Design mem_access_unit, sky130hd; sources not shown.
Fig. 1: logic cells by family
Scale: 3 px per um.
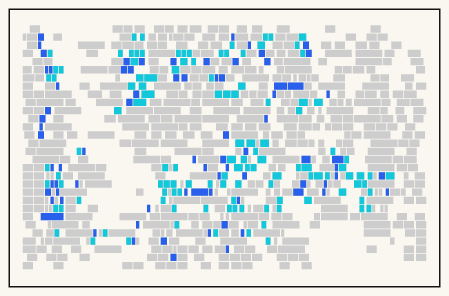
| family | color | cells |
|---|---|---|
| nor cells | blue | 77 |
| aoi and oai cells | cyan | 116 |
fraction of area in multi-input gates: 33.3%
non-filler instance count after layout: 838
Top cell excl fill/tap: clkdlybuf4s50_1

Fig. 2: sequential cells grouped by signal name
Scale: 2 px per um.
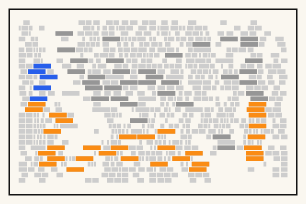
| name in the netlist | color | sequential cells |
|---|---|---|
| wb_data_out | orange | 32 |
| wb_rd_out | blue | 5 |
not colored: 35
post-layout util: 64.7%
sequential share of cell area: 25.3%

==> metrics.csv <==
metric;value;unit
async_flop_share;100;%
cp.depth;9;
warning_count;33;
drt_iter0_drc;316;
yosys_warnings;0;
ctsHtreeMaxLevel;3;
p_int;0.00160;W
vdd_drop_max;0.000226;V
synth_top_flop_cell;dfrtp_1;
grt_pass1_vias;4612;
cpPeakStageDelay;520;ps
nNetsFinal;805;
leakage;3.25;nW
synth.cellmix.compoundShare;21.4;%
setup_viol;0;
crit_required;2880;ps
slew-limit-headroom;55.3;%
synth.avg_cell_area;9.30;sq um
cts_sinks;72;
status;complete, no violations;
worst_path_max_delay_cell;clkdlybuf4s50_1;
rrSetupSlack;1730;ps
coreArea;11000;sq um
cp_common_cell;a21oi_1;
finalCritPeriodShare;93.7;%
worst-path-max-fanout;5;
dp.cells;815;
synth-edff-count;0;
arrival;2650;ps
seqPwrFrac;38.3;%
dp_hpwl;13.4;mm
drt-wirelength-per-cell;20.4;um
use_met2;38.6;%
top_logic_kind;AND-OR/OR-AND gates;
yosys_cells;485;
cts-hold-fix-buffers;0;
grt.overflow.total;0;
grt_usage;25.4;%
ys_sh_simple;15.6;%
critPathCaptureType;output port;
wl_met3;1.99;mm
p_clk_share;37.7;%
clk_pin_slew;60;ps
hold_viol;0;
chipWidth;143;um
highest_layer;met4;
post-route-drc-count;0;
per-stage QoR:
stage | hold slack, ps | area, sq um | setup TNS, ps | setup slack, ps
after global placement | 492 | 6720 | -1920 | -181
after CTS | 286 | 7060 | 0 | 174
after floorplan | 424 | 4520 | 0 | 384
after detailed placement | 498 | 6720 | -2950 | -242
after global routing | 308 | 7120 | 0 | 124
final | 285 | 7120 | 0 | 225
cells in the mapped netlist, drive strengths merged (2+ instances only):
cell     instances  area [sq um]
dfrtp           72          1800
nand2           43           161
mux2            42           473
nor2            40           153
buf             39           298
a21oi           37           185
o21ai           37           189
nor2b           25           156
a22o            24           210
clkbuf          23          86.3
o22ai           10          62.6
a211oi           9          67.6
a22oi            8          60.1
mux2i            8          80.1
ha               6          75.1
inv              6          22.5
nor4             6          43.8
a221o            5          50.1
and3             5          31.3
o211ai           5          37.5
nand2b           4          25.0
nor3             4          31.3
nand4            3          18.8
a2111oi          2          17.5
a221oi           2          17.5
and2             2          12.5
nand3            2          10.0
nand3b           2          15.0
nor4b            2          23.8
o2111ai          2          17.5
or2              2          12.5
power by group through the flow:
stage	combinational, W	clock [W]	sequential [W]
after detailed placement	0.000516	0	0.000848
final	0.000522	0.000822	0.000833
after floorplan	0.000187	0	0.000858
after global placement	0.000506	0	0.000847
after CTS	0.000520	0.000838	0.000834
after global routing	0.000557	0.000868	0.000835
area by class of cell:
type	count	area (sq um)
Timing Repair Buffer	255	2470
Fill cell	871	3880
Inverter	6	22.5
Multi-Input combinational cell	346	2370
Sequential cell	72	1800
Clock inverter	3	17.5
Tap cell	144	180
Clock buffer	12	256
timing repair:
item / in CTS / in global routing
endpoints found under the setup margin: 35 / 24
buffers inserted: 5 / 2
pin swaps: 4 / 4
endpoints found under the hold margin: 0 / 0
gates resized: 39 / 26
Power and IR drop assume default switching activity.
